### src/rtl/sync_fifo_flagged.sv
// sync_fifo_flagged
// -----------------
// Single-clock FIFO for same-clock producer/consumer paths. The depth can be
// any integer of 2 or more, so pointers wrap with an explicit compare instead
// of relying on power-of-two rollover. Status flags are decoded from the
// registered occupancy count, so they never glitch on input changes. The
// error flags are sticky. The read port works either as a registered read or
// as first-word-fall-through.
//
// Parameters
//   DEPTH      number of entries (>= 2)
//   WIDTH      data word width
//   AF_THRESH  almost_full when count >= AF_THRESH (1..DEPTH)
//   AE_THRESH  almost_empty when count <= AE_THRESH (0..DEPTH-1)
//   FWFT       0 = registered read, 1 = first-word-fall-through
//
// Ports
//   clk, rst      clock; asynchronous active-high reset
//   w_en, r_en    write / read requests
//   clr_err       pulse that clears overflow and underflow
//   data_in       write data
//   data_out      read data
//   full, empty, almost_full, almost_empty   occupancy flags
//   count         current occupancy, 0..DEPTH
//   overflow      sticky: a write was rejected
//   underflow     sticky: a read was rejected
module sync_fifo_flagged #(
    parameter int DEPTH     = 16,
    parameter int WIDTH     = 8,
    parameter int AF_THRESH = 12,
    parameter int AE_THRESH = 4,
    parameter int FWFT      = 0
) (
    input  logic                       clk,
    input  logic                       rst,
    input  logic                       w_en,
    input  logic                       r_en,
    input  logic                       clr_err,
    input  logic [WIDTH-1:0]           data_in,
    output logic [WIDTH-1:0]           data_out,
    output logic                       full,
    output logic                       empty,
    output logic                       almost_full,
    output logic                       almost_empty,
    output logic [$clog2(DEPTH+1)-1:0] count,
    output logic                       overflow,
    output logic                       underflow
);

    localparam int CW = $clog2(DEPTH + 1);
    localparam int PW = (DEPTH > 1) ? $clog2(DEPTH) : 1;

    localparam logic [CW-1:0] COUNT_MAX = CW'(DEPTH);
    localparam logic [CW-1:0] AF_LEVEL  = CW'(AF_THRESH);
    localparam logic [CW-1:0] AE_LEVEL  = CW'(AE_THRESH);
    localparam logic [PW-1:0] PTR_LAST  = PW'(DEPTH - 1);

    // Reject configurations that would give meaningless flags or pointers.
    if (DEPTH < 2) begin : g_bad_depth
        $fatal(1, "sync_fifo_flagged: DEPTH must be >= 2");
    end
    if (AF_THRESH < 1 || AF_THRESH > DEPTH) begin : g_bad_af
        $fatal(1, "sync_fifo_flagged: AF_THRESH must be in 1..DEPTH");
    end
    if (AE_THRESH < 0 || AE_THRESH > DEPTH - 1) begin : g_bad_ae
        $fatal(1, "sync_fifo_flagged: AE_THRESH must be in 0..DEPTH-1");
    end

    logic [WIDTH-1:0] mem [DEPTH];

    logic [PW-1:0] wr_ptr_q, wr_ptr_d;
    logic [PW-1:0] rd_ptr_q, rd_ptr_d;
    logic [CW-1:0] count_q, count_d;
    logic          overflow_q, overflow_d;
    logic          underflow_q, underflow_d;

    logic is_full, is_empty;
    logic r_acc, w_acc;

    assign is_full  = (count_q == COUNT_MAX);
    assign is_empty = (count_q == '0);

    // A write into a full FIFO is still accepted when a read frees a slot
    // in the same cycle; a read from an empty FIFO is never accepted.
    assign r_acc = r_en && !is_empty;
    assign w_acc = w_en && (!is_full || r_acc);

    always_comb begin
        wr_ptr_d    = wr_ptr_q;
        rd_ptr_d    = rd_ptr_q;
        count_d     = count_q;
        overflow_d  = overflow_q;
        underflow_d = underflow_q;

        if (w_acc) begin
            wr_ptr_d = (wr_ptr_q == PTR_LAST) ? '0 : wr_ptr_q + 1'b1;
        end
        if (r_acc) begin
            rd_ptr_d = (rd_ptr_q == PTR_LAST) ? '0 : rd_ptr_q + 1'b1;
        end

        if (w_acc && !r_acc) begin
            count_d = count_q + 1'b1;
        end else if (r_acc && !w_acc) begin
            count_d = count_q - 1'b1;
        end

        // Clear first so that an error in the same cycle overrides it.
        if (clr_err) begin
            overflow_d  = 1'b0;
            underflow_d = 1'b0;
        end
        if (w_en && !w_acc) begin
            overflow_d = 1'b1;
        end
        if (r_en && !r_acc) begin
            underflow_d = 1'b1;
        end
    end

    always_ff @(posedge clk or posedge rst) begin
        if (rst) begin
            wr_ptr_q    <= '0;
            rd_ptr_q    <= '0;
            count_q     <= '0;
            overflow_q  <= 1'b0;
            underflow_q <= 1'b0;
        end else begin
            wr_ptr_q    <= wr_ptr_d;
            rd_ptr_q    <= rd_ptr_d;
            count_q     <= count_d;
            overflow_q  <= overflow_d;
            underflow_q <= underflow_d;
        end
    end

    // Storage is deliberately left out of reset; the count tracks validity.
    always_ff @(posedge clk) begin
        if (w_acc) begin
            mem[wr_ptr_q] <= data_in;
        end
    end

    if (FWFT != 0) begin : g_fwft
        // Head word is presented directly; zero when nothing is stored.
        assign data_out = is_empty ? '0 : mem[rd_ptr_q];
    end else begin : g_std
        logic [WIDTH-1:0] dout_q, dout_d;

        always_comb begin
            dout_d = dout_q;
            if (r_acc) begin
                dout_d = mem[rd_ptr_q];
            end
        end

        always_ff @(posedge clk or posedge rst) begin
            if (rst) begin
                dout_q <= '0;
            end else begin
                dout_q <= dout_d;
            end
        end

        assign data_out = dout_q;
    end

    assign full         = is_full;
    assign empty        = is_empty;
    assign almost_full  = (count_q >= AF_LEVEL);
    assign almost_empty = (count_q <= AE_LEVEL);
    assign count        = count_q;
    assign overflow     = overflow_q;
    assign underflow    = underflow_q;

endmodule

### config.mk
export PLATFORM = sky130hd
export DESIGN_NAME = sync_fifo_flagged
export DESIGN_NICKNAME = d
export VERILOG_FILES = /design/src/rtl/sync_fifo_flagged.sv
export SDC_FILE = /design/constraint.sdc
export NUM_CORES = 1
export LEC_CHECK = 0
export CORE_MARGIN = 1.5
export CORE_UTILIZATION = 30
export CTS_CLUSTER_DIAMETER = 100
export DETAILED_ROUTE_END_ITERATION = 16
export HOLD_SLACK_MARGIN = 0.06
export MAX_ROUTING_LAYER = met4
export SLEW_MARGIN = 25
export SYNTH_ARGS = -nofsm -noshare
export SYNTH_HDL_FRONTEND = slang
export SYNTH_SLANG_ARGS = --single-unit
### constraint.sdc
create_clock -name clk -period 3.24 [get_ports clk]
set_clock_uncertainty 0.05 [all_clocks]
set_input_delay 0.648 -clock clk [delete_from_list [all_inputs] [get_ports clk]]
set_output_delay 0.648 -clock clk [all_outputs]
set_load 0.05 [all_outputs]
Fig. 1: the metal 1 layer
The bar under the picture is 50 um long.
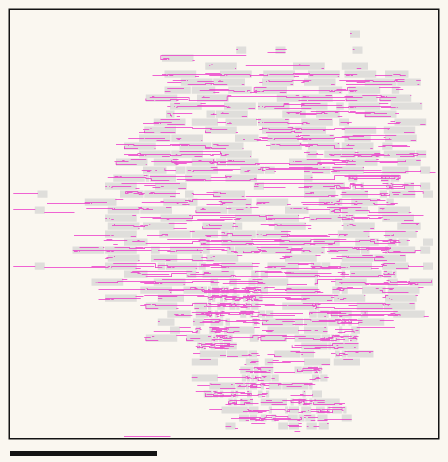
main direction: horizontal
wire length on this layer: 5440 um
share of all routed wire: 46%
nets with wire on the layer: 394
longest straight run: 29.9 um

Fig. 2: M2 wires
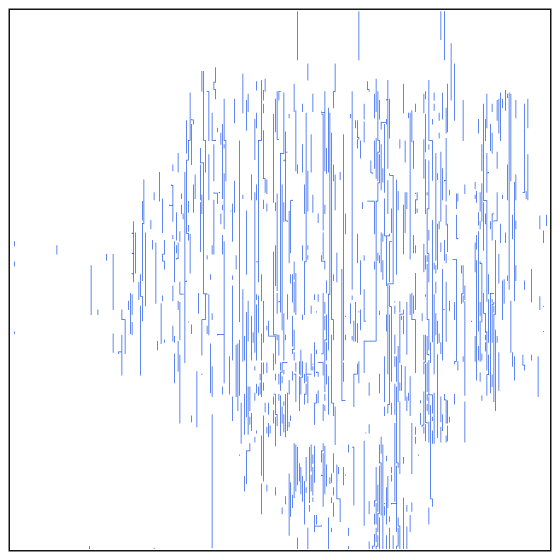
wire length on this layer: 5900 um
nets with wire on the layer: 368

Fig. 3: the metal 3 layer
The bar under the picture is 50 um long.
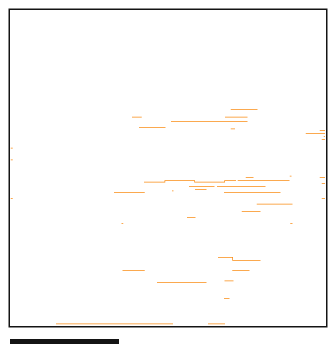
longest straight run: 53.6 um
nets with wire on the layer: 26

==> out/metrics.yaml <==
finalPower_mw: 6.75
first_global_vias: 3220
path_clk_slew_ns: 0.06
grt_use_met3: 0.0260
cts_sinks: 151
root_buffer: "clkbuf_16"
area_leaders: "edfxtp_1 (63%), mux4_2 (12%), dfrtp_1 (9.4%), mux2i_1 (2.6%), ha_1 (2.1%)"
busiest_layer: "met2"
chipArea_um2: 21200
peakVddDrop_uv: 430
status: "finished clean"
async_flop_share: 0.152
wl_um: 11900
ys_warn_count: 0
grt_max_degree: 24
grt_util_met2: 0.191
fp_util: 0.309
synth_cells: 332
critPathKind: "flop to primary output"
lay_top_cells: "edfxtp_1 (128), mux4_2 (32), clkdlybuf4s50_1 (30)"
cts_resized: 0
numCtsBuffers: 17
maxClockFrequency_ghz: 0.326
antenna_found_initial: 0
routedWlPerCell_um: 17.7
core.rowCount: 51
place_ws_ns: 0.235
ys_seq_frac: 0.725
switching_share: 0.341
cp_max_fo: 6
startpoint_type: "flop"
p_leak_nw: 2.62
die_h_um: 146
yosysTopAreaCellShare: 0.630
synth-seq-cells: 151
maxCapViolations: 0
cts_tree: "built"
worst_pin_slew_ns: 0.746
common_cells: "edfxtp_1 (128), mux4_2 (32), nand2_1 (27)"
pwr_density_cell_nw_per_um2: 907
top_area_cell: "edfxtp_1"
internal-power_mw: 4.45
cts_hold_buf: 0
Fig. 4: clock routing
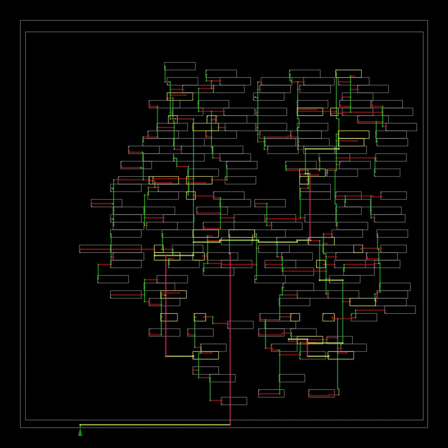
Flops: 151
clkbuf count: 17
clk_lat worst skew: 0.42 ns

Fig. 5: sizing map
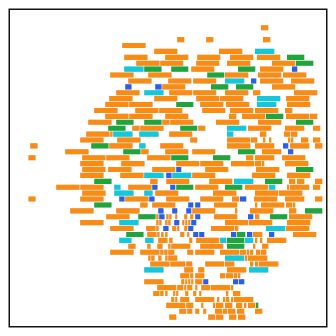
| colour | size | cells | most used |
|---|---|---|---|
| blue | x3 and x4 | 33 | buf_4 |
| cyan | x6 and larger | 27 | clkbuf_16 |
| green | x2 | 34 | mux4_2 |
| orange | x1 and smaller | 314 | edfxtp_1 |

[worst max-delay path: stages (launching register included)]
cell             delay [ns]
dfrtp_1                0.43
nor4_1                 0.50
and2_1                 0.22
clkdlybuf4s50_1        0.80
[final timing paths]
kind / start / endpoint / slack, ns / cells past startpoint
max in group asynchronous: rst / data_out[4] / 2.25 / 2
min in group asynchronous: rst / underflow / 0.53 / 2
worst min register to register: data_out[6] / data_out[6] / 0.44 / 2
worst min-delay path: data_out[6] / data_out[6] / 0.44 / 2
worst max-delay path: count[3] / empty / 0.17 / 3
worst max register to register: count[3] / count[4] / 0.46 / 10
[logic make-up after synthesis]
kind of cell               after synthesis  synth area share
xor gates and xnor gates                 6           0.00862
adders and majority gates               11            0.0238
buffers and inverters                   28            0.0234
AOI/OAI and AO/OA                       29            0.0328
and+or+nand+nor                         58            0.0402
muxes                                   49             0.146
DFF                                    151             0.725
[power by group through the flow]
stage	Sequential (mW)	Combinational, mW	Clock (mW)
after floorplan	2.83	1.38	0
after global placement	2.64	2.22	0
after detailed placement	2.66	2.25	0
after CTS	2.62	2.26	1.96
after global routing	2.66	2.40	2.04
final	2.62	2.22	1.92
[registers in the layout (all words and copies together) (netlist names)]
register,flops
count,5
data_out,8
mem,128
overflow,1
rd_ptr_q,4
underflow,1
wr_ptr_q,4
[layer usage]
layer / routed length [um] / up-vias
li1: - / 1437
met1: 5440 / 1624
met2: 5900 / 61
met3: 399 / 13
met4: 167 / 0
met5: 0 / -
[layout make-up]
type	count	area (um^2)
well taps	265	332
inverters	12	45.0
multi-input cells	153	1540
repair buffers	60	531
fillers	1779	12300
clock inverters	15	161
clock buffers	17	425
flip-flops and latches	151	4420
